Figure 1. Placed standard cells (run 1).
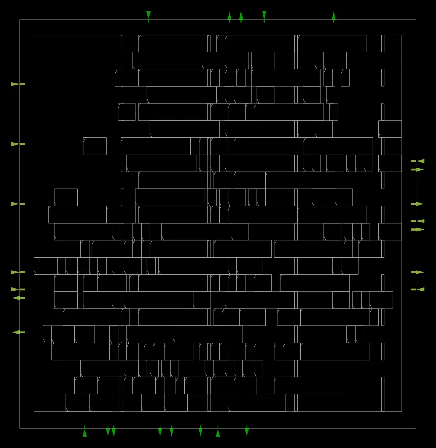
Figure 2. Gate-type map (run 1).
The bar under the picture is 20 um long.
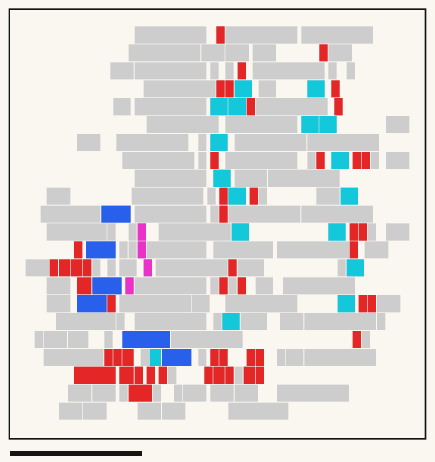
Figure 3. Clock wires, drivers and flops (run 1).
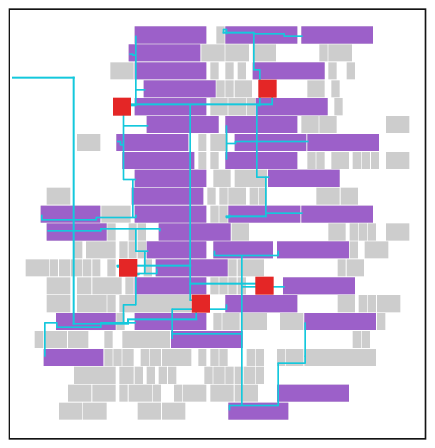
Figure 4. Wiring heat map (run 1).
The die is cut into 13 by 13 equal tiles; black is low, pale yellow is high, scaled to the fullest tile. Values are wire area over tile area, all layers added.
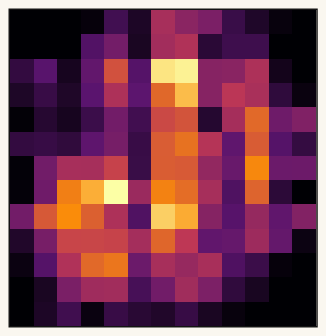
$ cat config.mk
export PLATFORM = sky130hd
export DESIGN_NAME = leaf_stream_fifo
export DESIGN_NICKNAME = d
export VERILOG_FILES = /design/src/rtl/leaf_stream_fifo.sv
export SDC_FILE = /design/constraint.sdc
export NUM_CORES = 1
export LEC_CHECK = 0
export ABC_AREA = 1
export CAP_MARGIN = 20
export CORE_AREA = 2 2 61 63
export DETAILED_ROUTE_END_ITERATION = 8
export DIE_AREA = 0 0 63 65
export GPL_TIMING_DRIVEN = 0
export PLACE_DENSITY = 0.79
export SYNTH_ARGS = -nofsm -noshare
export SYNTH_HDL_FRONTEND = slang
export SYNTH_SLANG_ARGS = --single-unit
export TNS_END_PERCENT = 100
$ cat constraint.sdc
create_clock -name clk -period 2.3 [get_ports clk]
set_clock_uncertainty 0.15 [all_clocks]
set_input_delay 0.23 -clock clk [delete_from_list [all_inputs] [get_ports clk]]
set_output_delay 0.23 -clock clk [all_outputs]
set_load 0.005 [all_outputs]
$ cat src/rtl/leaf_stream_fifo.sv
// leaf_stream_fifo: single-clock ready/valid stream FIFO.
//   Registered in_ready (no out_ready -> in_ready path), no write-to-read
//   bypass, head word read combinationally from storage at rd_ptr.
// Ports:
//   clk, rst_n          clock, asynchronous active-low reset
//   in_valid/in_ready   upstream handshake, in_data write word
//   out_valid/out_ready downstream handshake, out_data head word
//   count               occupied entries (0..DEPTH)
//   full, empty         count == DEPTH / count == 0
module leaf_stream_fifo #(
  parameter int WIDTH = 8,
  parameter int DEPTH = 4
) (
  input  logic                     clk,
  input  logic                     rst_n,
  input  logic                     in_valid,
  output logic                     in_ready,
  input  logic [WIDTH-1:0]         in_data,
  output logic                     out_valid,
  input  logic                     out_ready,
  output logic [WIDTH-1:0]         out_data,
  output logic [$clog2(DEPTH):0]   count,
  output logic                     full,
  output logic                     empty
);

  localparam int AW = $clog2(DEPTH);
  localparam int CW = AW + 1;
  localparam logic [CW-1:0] CNT_FULL = CW'(DEPTH);

  logic [WIDTH-1:0] mem [DEPTH];
  logic [AW-1:0]    wr_ptr, rd_ptr;
  logic [CW-1:0]    cnt;
  logic             wr, rd;

  // Status derives from the count register only, so in_ready has no
  // combinational dependency on out_ready.
  assign full      = (cnt == CNT_FULL);
  assign empty     = (cnt == '0);
  assign in_ready  = !full;
  assign out_valid = !empty;
  assign out_data  = mem[rd_ptr];
  assign count     = cnt;

  assign wr = in_valid && in_ready;
  assign rd = out_valid && out_ready;

  // Storage is intentionally not reset; contents are only observed through
  // out_valid, which reset forces low.
  always_ff @(posedge clk) begin
    if (wr) mem[wr_ptr] <= in_data;
  end

  // DEPTH is a power of two, so natural pointer overflow gives modulo wrap.
  always_ff @(posedge clk or negedge rst_n) begin
    if (!rst_n) begin
      wr_ptr <= '0;
      rd_ptr <= '0;
      cnt    <= '0;
    end else begin
      if (wr) wr_ptr <= wr_ptr + AW'(1);
      if (rd) rd_ptr <= rd_ptr + AW'(1);
      case ({wr, rd})
        2'b10:   cnt <= cnt + CW'(1);
        2'b01:   cnt <= cnt - CW'(1);
        default: cnt <= cnt;
      endcase
    end
  end

endmodule
==> notes.md, run 1 <==
run results: status complete, no violations, DRC Markers 0, Post-synth ARST share 0.179, Longest Clk Path Bufs 2, tool warnings 29, WL/cell 13.0 um, CP startpoint kind flip-flop, count of input and output buffers 26, Root Buffer clkbuf_4, final setup fails 0, cycle use final 0.936, mux share 0, area grow syn2layout 24.6%, GRT overflow 0, Flops after synth 39, Final Cell Area 0.00219 mm2, Total Nets Final 206, post-route minimum period 2.15 ns, worst slew pin tran 0.802 ns, number of global-route vias before repair 1055, Worst Hold Path Cells 3, Setup Buffers After CTS 0, Unique cell types 19, Post-Place Cells 228, Via density 4.72, worst reg2reg endpoint count[2]$_DFFE_PN0P_, Hold Startpoint out_ready
About Figure 1:
sequential cell area share: 0.520
non-filler instance count after layout: 237
flip-flops: 39
FP Rows: 22
Filler cells: 285

About Figure 2:
legend:
  cyan:
    family: inverting AOI/OAI gates
    cells: 17
  red:
    family: NAND gates
    cells: 49
    where: all over the die
  blue:
    family: adder and majority cells
    cells: 6
  magenta:
    family: NOR gates
    cells: 4

About Figure 3:
legend:
  cyan:
    item: clock wires
    length: 430 um
  red:
    item: cells driving clock nets
    count: 5
  purple:
    item: flip-flops
    count: 39
routed clock nets: 6
clk_lat worst skew: 0.33 ns
Clk. pwr: 0.553 mW
Clock Power Share: 0.199

About Figure 4:
emptiest ninth of the die: north-west
mean over tiles: 0.12
densest ninth of the die: centre
nearly empty tiles: 14%
fullest tile: 0.40
tiles over half the peak: 20%

[run 1: layout make-up]
class / count / area (um2) / area share
sequential: 39 / 1140 / 0.520
multi-input combinational: 77 / 447 / 0.204
timing repair buffer: 27 / 270 / 0.124
inverter: 34 / 128 / 0.0584
clock inverter: 2 / 60.1 / 0.0275
tap: 48 / 60.1 / 0.0275
buffer: 4 / 43.8 / 0.0200
clock buffer: 6 / 41.3 / 0.0189
[run 1: routing by layer]
layer	up-vias	GRT usage	wire [um]
met2	31	0.301	1640
met3	2	0.0538	150
met4	0	0.0833	37
met1	514	0.189	1240
li1	571	-	-
met5	-	0	0
[run 1: critical path, cell delays in order, from the launching register on]
cell and delay [ns]:
dfrtp_1 0.44, inv_2 0.14, clkbuf_8 0.19, nand2_1 0.06, o211ai_1 0.08, nand2_1 0.09
clkdlybuf4s50_1 0.45
==> inputs of run 2 (changes only) <==
--- a/config.mk
+++ b/config.mk
@@ -6,12 +6,12 @@
 export NUM_CORES = 1
 export LEC_CHECK = 0
 export ABC_AREA = 1
-export CAP_MARGIN = 20
 export CORE_AREA = 2 2 61 63
 export DETAILED_ROUTE_END_ITERATION = 8
 export DIE_AREA = 0 0 63 65
 export GPL_TIMING_DRIVEN = 0
-export PLACE_DENSITY = 0.79
+export PLACE_DENSITY = 0.84
+export REMOVE_ABC_BUFFERS = 1
 export SYNTH_ARGS = -nofsm -noshare
 export SYNTH_HDL_FRONTEND = slang
 export SYNTH_SLANG_ARGS = --single-unit
Figure 5. Placed standard cells (run 2).
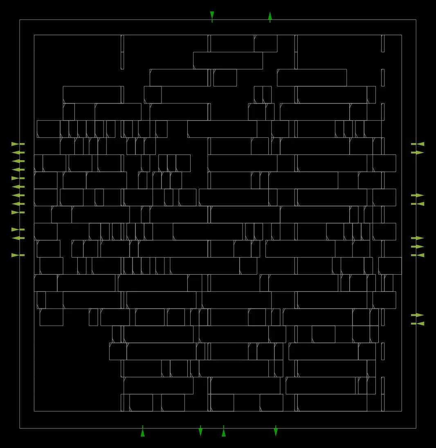
sequential cell area share: 0.535
final core occ: 0.607

==> run 2 against run 1 <==
Maximum frequency is 1.7% lower. Combinational power down about 10%. Critical path depth fell by 2. Sequential share of layout area rose by 1.6 points. Sequential power about the same. Hold slack better by 0.0088 ns. Via count is 2.6% higher. Global-route usage decreased by 0.87 points. Total power shrank 6.9%. Area after synthesis unchanged. Die area stayed put. Synthesized cell count unchanged. Critical endpoint is now out_data[3]. Largest cell class unchanged. Largest power group is now sequential cells. Highest routed layer unchanged.
==> notes.md, run 2 <==
run results: Post-Place Cells 224 (was 228), tool warnings 28 (was 29), sequential cell area 0.00114 mm2 (unchanged), area grow syn2layout 21.0% (was 24.6%), Unique cell types 19 (unchanged), WP buf/inv 2 (was 3), count of input and output buffers 26 (unchanged), cycle use final 0.952 (was 0.936), Post-synth ARST share 0.179 (unchanged), Hold Startpoint in_data[1] (was out_ready), Comb area 447 um2 (unchanged), mux share 0 (unchanged), Setup Buffers After CTS 0 (unchanged), status complete, no violations (unchanged), Final Cell Area 0.00212 mm2 (was 0.00219 mm2), GRT overflow 0 (unchanged), met3 GRT Util 0.0590 (was 0.0538), worst-path cell chain inv_4, o211ai_1, nand2_1, clkdlybuf4s50_1 (was inv_2, clkbuf_8, nand2_1, o211ai_1, nand2_1, clkdlybuf4s50_1), Metal-1 WL 1350 um (was 1240 um), WL/cell 12.8 um (was 13.0 um), CP startpoint kind flip-flop (unchanged), max incr delay on CP 0.56 ns (was 0.45 ns), Longest Clk Path Bufs 2 (unchanged)
run 2: cell counts after synthesis:
No cell type changed its count.
run 2: worst paths after layout:
path	end	depth (start not counted)	slack (ns)
max	out_data[3]	4	0.11
min	mem[0][1]$_DFFE_PP_	1	0.37
max reg2reg	count[2]$_DFFE_PN0P_	10	0.31
min reg2reg	count[0]$_DFFE_PN0P_	1	0.38
max in group asynchronous	wr_ptr[0]$_DFFE_PN0P_	2	1.21
min in group asynchronous	count[0]$_DFFE_PN0P_	2	0.53
run 2: final cells by class:
type,count,area share
flip-flops and latches,39,0.535
multi-input cells,77,0.210
repair buffers,27,0.127
inverters,34,0.0625
well taps,48,0.0283
clock inverters,3,0.0183
clock buffers,5,0.0177
Power is estimated from default activity; no workload was simulated.
